**Run 1: port wiring**

Scale bar: 50 um.
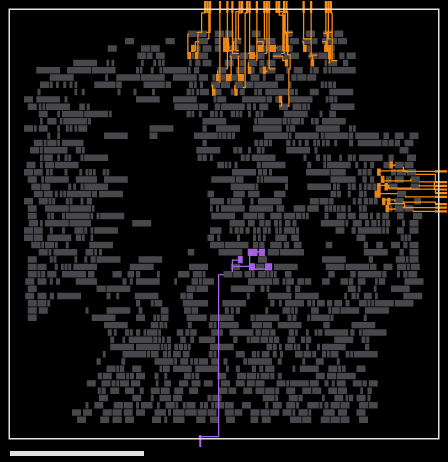
**Run 1: PDN straps and rails**

Scale bar: 50 um. Pins as bars on the die edge.
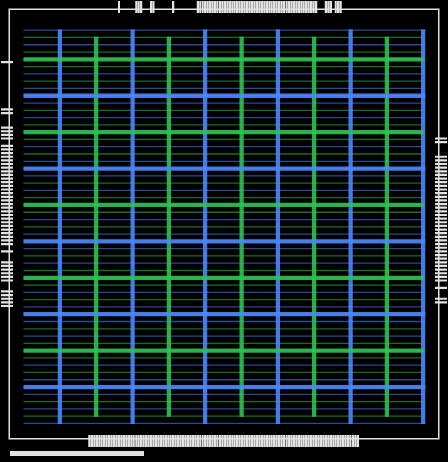
**Run 1: cell density map**

Scale bar: 50 um. 16 x 16 tiles, from black (low) to pale yellow (high), 0 to 100% covered.
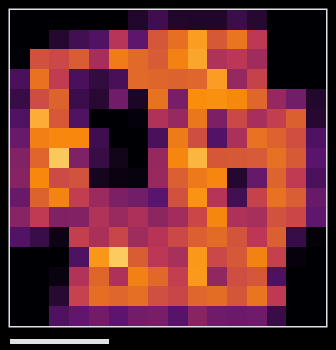
**Run 1: routing congestion**

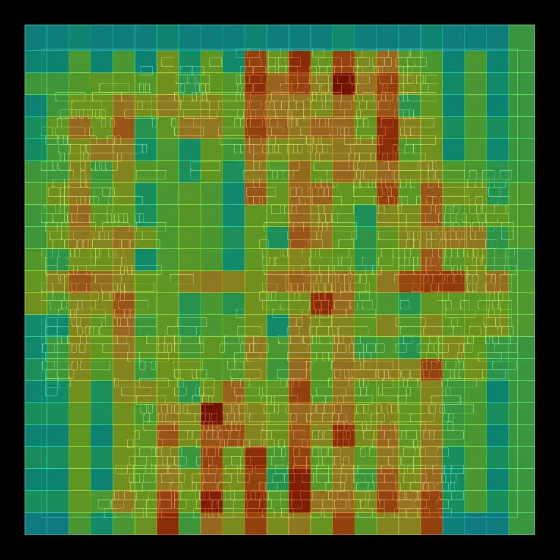
Design mem_arbiter_flat, sky130hd; sources not shown.
==> summary.txt, run 1 <==
Figures from the implementation reports.

- At the pin with the least slew margin, the transition time is 1.181 ns.
- The first global-routing pass estimated 35.16 mm of wire.
- Per the post-synthesis report, the number of cells in the design is 854.
- The final power report lists total power as 4.119 mW.
- The final net count is 1255.
- The count of endpoints failing hold in the final timing report is 0.
- The maximum clock frequency reads 201.8 MHz.
- The post-synthesis to final-layout area growth reads 49.12%.
- The setup check on the worst reg-to-reg path leaves a slack of 2.21 ns.
- The site row count is 54.
- The number of detailed-route iterations in the first pass is 5.
- The count of buffering cells on the critical path with inverters included is 2.
- The cell total in the yosys stat output reads 854.
- The worst path uses 93.50% of the clock period.
- The insertion delay to the later sink of the worst-skew pair is 0.35 ns.
- The main flop type reads sky130_fd_sc_hd__dfrtp_1.
- The half-perimeter wire length after detailed placement is 17.60 mm.
- At the placement stage, the worst setup path has a slack of 0.3370 ns.
- The detailed-route via count is 6515.
- The met3 wire length is 1.082 mm.
- The delay of the slowest cell on the worst path reads 0.68 ns.
- The count of pins over their slew limit is 0.
- The tree built by TritonCTS fans out to 106 sinks.
- The report lists the cells along the critical path as ha_1 -> inv_1 -> fa_1 -> and2b_1 -> o211ai_4 -> o31a_1 -> o221a_2 -> nor3_1 -> buf_12.
- The slowest cell on the critical path is sky130_fd_sc_hd__dfrtp_1.
- The smallest setup slack after layout is 0.3445 ns.
- Warnings reported by Yosys during synthesis add up to 0.
- The number of buffers added by the clock tree synthesis step is 9.
- The run finished with clean final reports.
- TritonRoute reported its final design rule violation total as 0.
- The run reported a max-capacitance violation count of 0.
- The instance count on the critical path reads 9.
- The power report puts the net switching power at 1.819 mW.
- In this run, synthesis produced a sequential element count of 106.
- The data arrival time of the worst path reads 3.37 ns.
- The sum of met2 wire segment lengths after detailed routing reads 11.05 mm.
-- 'port wiring' (at the start) --
colour	port	bits	direction	edge	end cells	buffers	wire
purple	bus_st_en_in	1	input	bottom	6	1	103 um
orange	bus_lb_data_out	32	output	23 top, 9 right	32	32	673 um
number of I/O pins: 259
total of buffers placed on input and output ports: 258

-- 'PDN straps and rails' (at the start) --
colour	net
blue	VSS
green	VDD
met4 straps	11
rows	54
signal pins	259
met5 straps	10
largest voltage drop on the vdd net: 0.1855 mV
standard cell core area: 21960 sq um
die span in y: 159.9 um
width of the die: 159.9 um

-- 'cell density map' (at the start) --
fullest tile	89%
tiles over 75% full	5.1%
nearly empty tiles	18%
mean over tiles	38%
densest ninth of the die	bottom centre
Core Util at FP: 30.68%
core utilization of the finished layout: 45.76%

-- 'routing congestion' (at the start) --
global-route track usage on met1: 21.78%
met2 routing resource usage after global routing: 29.04%
met3 Track Usage GR: 3.634%
total routing resource utilization after global routing: 17.02%

-- run 1: cell usage after synthesis (all sizes together), types with 4 or more instances --
cell type	number	area share, %
a21oi	56	4.2
a22o	4	0.52
and2	48	4.5
and3	5	0.46
buf	8	0.61
clkbuf	39	2.6
dfrtp	106	39
ha	16	3.0
inv	23	1.3
mux2i	27	4.0
mux4	8	2.7
nand2	218	12
nand3	24	2.0
nor2	114	6.4
nor2b	4	0.37
nor3	11	0.82
nor4	4	0.37
o21ai	67	5.0
xnor2	10	1.3
xor2	16	2.1
-- run 1: cell type report --
type / count / area [sq um] / share of cell area, %
antenna: 1 / 2.502 / 0.02491
tap: 280 / 350.3 / 3.487
timing repair buffer: 270 / 2846 / 28.33
clock inverter: 7 / 76.32 / 0.7597
sequential: 106 / 2654 / 26.41
inverter: 23 / 88.84 / 0.8842
multi-input combinational: 678 / 3804 / 37.86
clock buffer: 9 / 225.2 / 2.242
-- run 1: metrics by stage --
stage	hold WS (ns)	cells	util (%)
2_1_floorplan	0.4403	854	-
5_1_grt	0.5010	1374	45.76
6_report	0.4756	1374	45.76
3_5_place_dp	0.4585	1357	44.26
4_1_cts	0.4786	1373	45.62
3_3_place_gp	0.4535	1357	44.26
-- run 1: cell families (layout without fill, tap and decap cells) --
group	Yosys count	in the layout	share of synthesized area, %
AND-OR/OR-AND	157	157	13.96
XOR/XNOR	26	26	3.380
adder cells (fa/ha/maj)	17	17	3.268
buffers and inverters	70	309	4.512
flip-flops	106	106	39.37
multiplexers	37	37	7.131
other	0	1	0
AND/OR/NAND/NOR	441	441	28.38
-- run 1: cells in the final DEF, fill, tap and decap left out, types with 8 or more instances in the layout --
cell / count
sky130_fd_sc_hd__inv_1: 22
sky130_fd_sc_hd__o21ai_0: 66
sky130_fd_sc_hd__xor2_1: 16
sky130_fd_sc_hd__nor2_1: 114
sky130_fd_sc_hd__mux4_2: 8
sky130_fd_sc_hd__a21oi_1: 56
sky130_fd_sc_hd__dfrtp_1: 105
sky130_fd_sc_hd__dlymetal6s2s_1: 10
sky130_fd_sc_hd__clkdlybuf4s50_1: 222
sky130_fd_sc_hd__buf_4: 20
sky130_fd_sc_hd__nand3_1: 22
sky130_fd_sc_hd__mux2i_1: 27
sky130_fd_sc_hd__and2_1: 48
sky130_fd_sc_hd__nor3_1: 10
sky130_fd_sc_hd__buf_12: 17
sky130_fd_sc_hd__clkbuf_16: 9
sky130_fd_sc_hd__ha_1: 16
sky130_fd_sc_hd__xnor2_1: 10
sky130_fd_sc_hd__nand2_1: 218
-- run 1: worst min-delay path: cells and delay by family (launching register included) --
| family | cells | cell delay (ns) |
|---|---|---|
| flops | 1 | 0.34 |
| simple gates | 2 | 0.10 |
-- run 1: power by group through the flow --
stage	sequential (mW)	combinational (mW)	clock [mW]
2_1_floorplan	1.29	1.40	0
3_3_place_gp	1.38	2.04	0
3_5_place_dp	1.39	2.07	0
4_1_cts	1.38	2.07	0.715
5_1_grt	1.43	2.25	0.743
6_report	1.39	2.05	0.684
-- run 1: timing repair --
item                                    CTS  global route
pin swaps                                 0             0
gates resized                             1            11
hold buffers                              0             0
endpoints found under the setup margin    1            11
**Run 1: cells coloured by class**

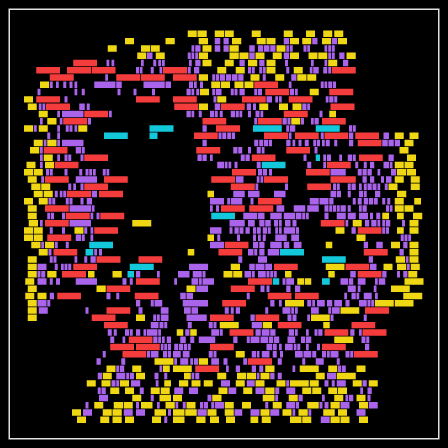

## Run 2: what changed since run 1
--- a/config.mk
+++ b/config.mk
@@ -11,6 +11,7 @@
 export DETAILED_ROUTE_END_ITERATION = 8
 export HOLD_SLACK_MARGIN = 0.03
 export PLACE_DENSITY = 0.66
+export SETUP_SLACK_MARGIN = 0.4
 export SYNTH_ARGS = -nofsm -noshare
 export SYNTH_HDL_FRONTEND = slang
 export SYNTH_SLANG_ARGS = --single-unit
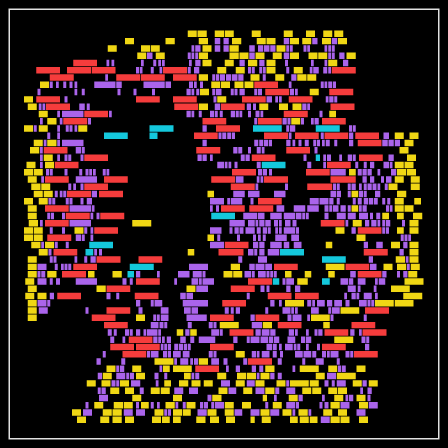
**Above:** run 2 (cells coloured by class).
colour	class	cells	share of their area
yellow	other buffers and delay cells	273	29%
cyan	clock drivers and dummy loads	16	3.1%
purple	all other logic	701	40%
red	flops	106	27%
Final Cell Area: 10050 sq um
Placement Rows: 54

==> run 2 against run 1 <==
Net effect:
- sequential share of layout area is essentially flat
- critical path depth is the same
- area after synthesis is the same
- die size is the same
- maximum frequency grew 6.7%
==> summary.txt, run 2 <==
Figures from the implementation reports.

- The leading cell type by number of instances after synthesis is sky130_fd_sc_hd__nand2_1.
- The max-cap violation count reads 0.
- The instance count on the critical path is 9.
- Compared with the post-synthesis result, the final layout area differs by 49.12%.
- The worst VDD IR drop from the latest analysis is 0.1854 mV.
- The compound-cell area share of the yosys netlist is 13.96%.
- STA reports a reg2reg setup slack of 2.37 ns.
- The core outline area is 21960 sq um.
- The XOR/XNOR share of the synthesized area reads 3.380%.
- The count of clock tree sinks is 106.
- The dominant cell type by area after synthesis is sky130_fd_sc_hd__dfrtp_1.
- In the layout the commonest cells are sky130_fd_sc_hd__clkdlybuf4s50_1, sky130_fd_sc_hd__nand2_1, sky130_fd_sc_hd__nor2_1, sky130_fd_sc_hd__dfrtp_1, sky130_fd_sc_hd__o21ai_0.
- Per the TritonCTS log, the buffer count is 9.
- The final net count reads 1258.
- The run finished with clean final reports.
- The signal on the critical path passes through ha_1 -> inv_1 -> fa_1 -> and2b_1 -> o211ai_4 -> o31a_1 -> o221a_2 -> nor3_2 -> buf_12.
- Per the synthesis report, the adder-cell share of the synthesized area is 3.268%.
- The cell total in the yosys stat output is 854.
- The main flop type reads sky130_fd_sc_hd__dfrtp_1.
- Ranked by total cell area, the synthesized netlist is headed by sky130_fd_sc_hd__dfrtp_1, sky130_fd_sc_hd__nand2_1, sky130_fd_sc_hd__nor2_1.
- By area, the combinational part of the netlist is dominated by simple AND/OR/NAND/NOR gates.
- The count of warnings emitted by yosys reads 0.
- The die is 159.9 um tall.
- The first-pass GRT wire length is 35.16 mm.
- The count of endpoints failing hold in the final timing report reads 0.
- The data arrival time of the worst path reads 3.05 ns.
- The actual slew at the worst max-slew pin reads 1.189 ns.
- The total of buffers placed on input and output ports reads 258.
- The overall power consumption is 4.130 mW.
- The top cell type in the final layout, fill and taps aside, is sky130_fd_sc_hd__clkdlybuf4s50_1.
- The number of top-level pins reads 259.
- The maximum clock frequency reads 215.3 MHz.
- The largest individual stage delay along the critical path comes from the cell sky130_fd_sc_hd__dfrtp_2.
- The smallest setup slack after layout reads 0.6564 ns.
- The number of remaining DRC errors is 0.
- The count of pins over their slew limit reads 0.
- The area fraction in and, or, nand and nor cells after synthesis reads 28.38%.
- The insertion delay to the later sink of the worst-skew pair is 0.35 ns.
- The count of buffering cells on the critical path with inverters included is 2.
[run 2: cell count changes in the layout (fill, tap and decap cells not counted)]
cell                              before  now
sky130_fd_sc_hd__dlymetal6s2s_1       10    0
sky130_fd_sc_hd__dlygate4sd2_1         1    6
sky130_fd_sc_hd__clkdlybuf4s15_1       0    3
sky130_fd_sc_hd__buf_4                20   22
sky130_fd_sc_hd__clkbuf_2              0    2
sky130_fd_sc_hd__dfrtp_1             105  103
sky130_fd_sc_hd__dfrtp_2               1    3
sky130_fd_sc_hd__nor3_1               10    8
sky130_fd_sc_hd__nor3_2                1    3
sky130_fd_sc_hd__buf_6                 0    1
sky130_fd_sc_hd__nor2_1              114  113
sky130_fd_sc_hd__nor2_2                0    1
[run 2: logic make-up after synthesis]
family | count (synthesis)
muxes | 37
and+or+nand+nor | 441
buffers and inverters | 70
adders and majority gates | 17
xor gates and xnor gates | 26
AOI/OAI and AO/OA | 157
DFF | 106
[run 2: report_power, final]
| group | switching, mW | internal, mW |
|---|---|---|
| Clock | 0.313 | 0.371 |
| Combinational | 1.23 | 0.835 |
| Sequential | 0.285 | 1.10 |
| Total | 1.82 | 2.31 |
[run 2: stage by stage]
stage	hold slack, ns	util (%)	cells
after global routing	0.5010	45.76	1377
final	0.4743	45.76	1377
after global placement	0.4535	44.26	1357
after detailed placement	0.4585	44.26	1357
after CTS	0.4786	45.58	1373
after floorplan	0.4403	-	854
[run 2: per-layer routing]
metal	track usage, %	routed length [um]	up-vias
met2	29.04	11060	167
met1	21.78	9743	3015
met3	3.634	1052	26
met5	0	0	-
met4	4.967	464	0
li1	-	-	3317
[run 2: repair_timing]
action / 4_1_cts / 5_1_grt
resized: 14 / 11
endpoints found under the setup margin: 20 / 24
gates cloned: 0 / 0
buffers inserted: 0 / 3
[run 2: cell type report]
| cell class | count | area (sq um) | share of cell area, % |
|---|---|---|---|
| antenna | 1 | 2.502 | 0.02491 |
| clock inverter | 7 | 76.32 | 0.7597 |
| multi-input combinational | 678 | 3816 | 37.98 |
| sequential | 106 | 2656 | 26.44 |
| tap | 280 | 350.3 | 3.487 |
| clock buffer | 9 | 225.2 | 2.242 |
| inverter | 23 | 88.84 | 0.8842 |
| timing repair buffer | 273 | 2831 | 28.18 |
[run 2: tightest hold or removal path, cell delays in order (launching register included)]
cell	delay, ns
sky130_fd_sc_hd__dfrtp_1	0.34
sky130_fd_sc_hd__nand2_1	0.05
sky130_fd_sc_hd__nand2_1	0.05
No activity file was given, so power comes from the tool's default toggle rates.
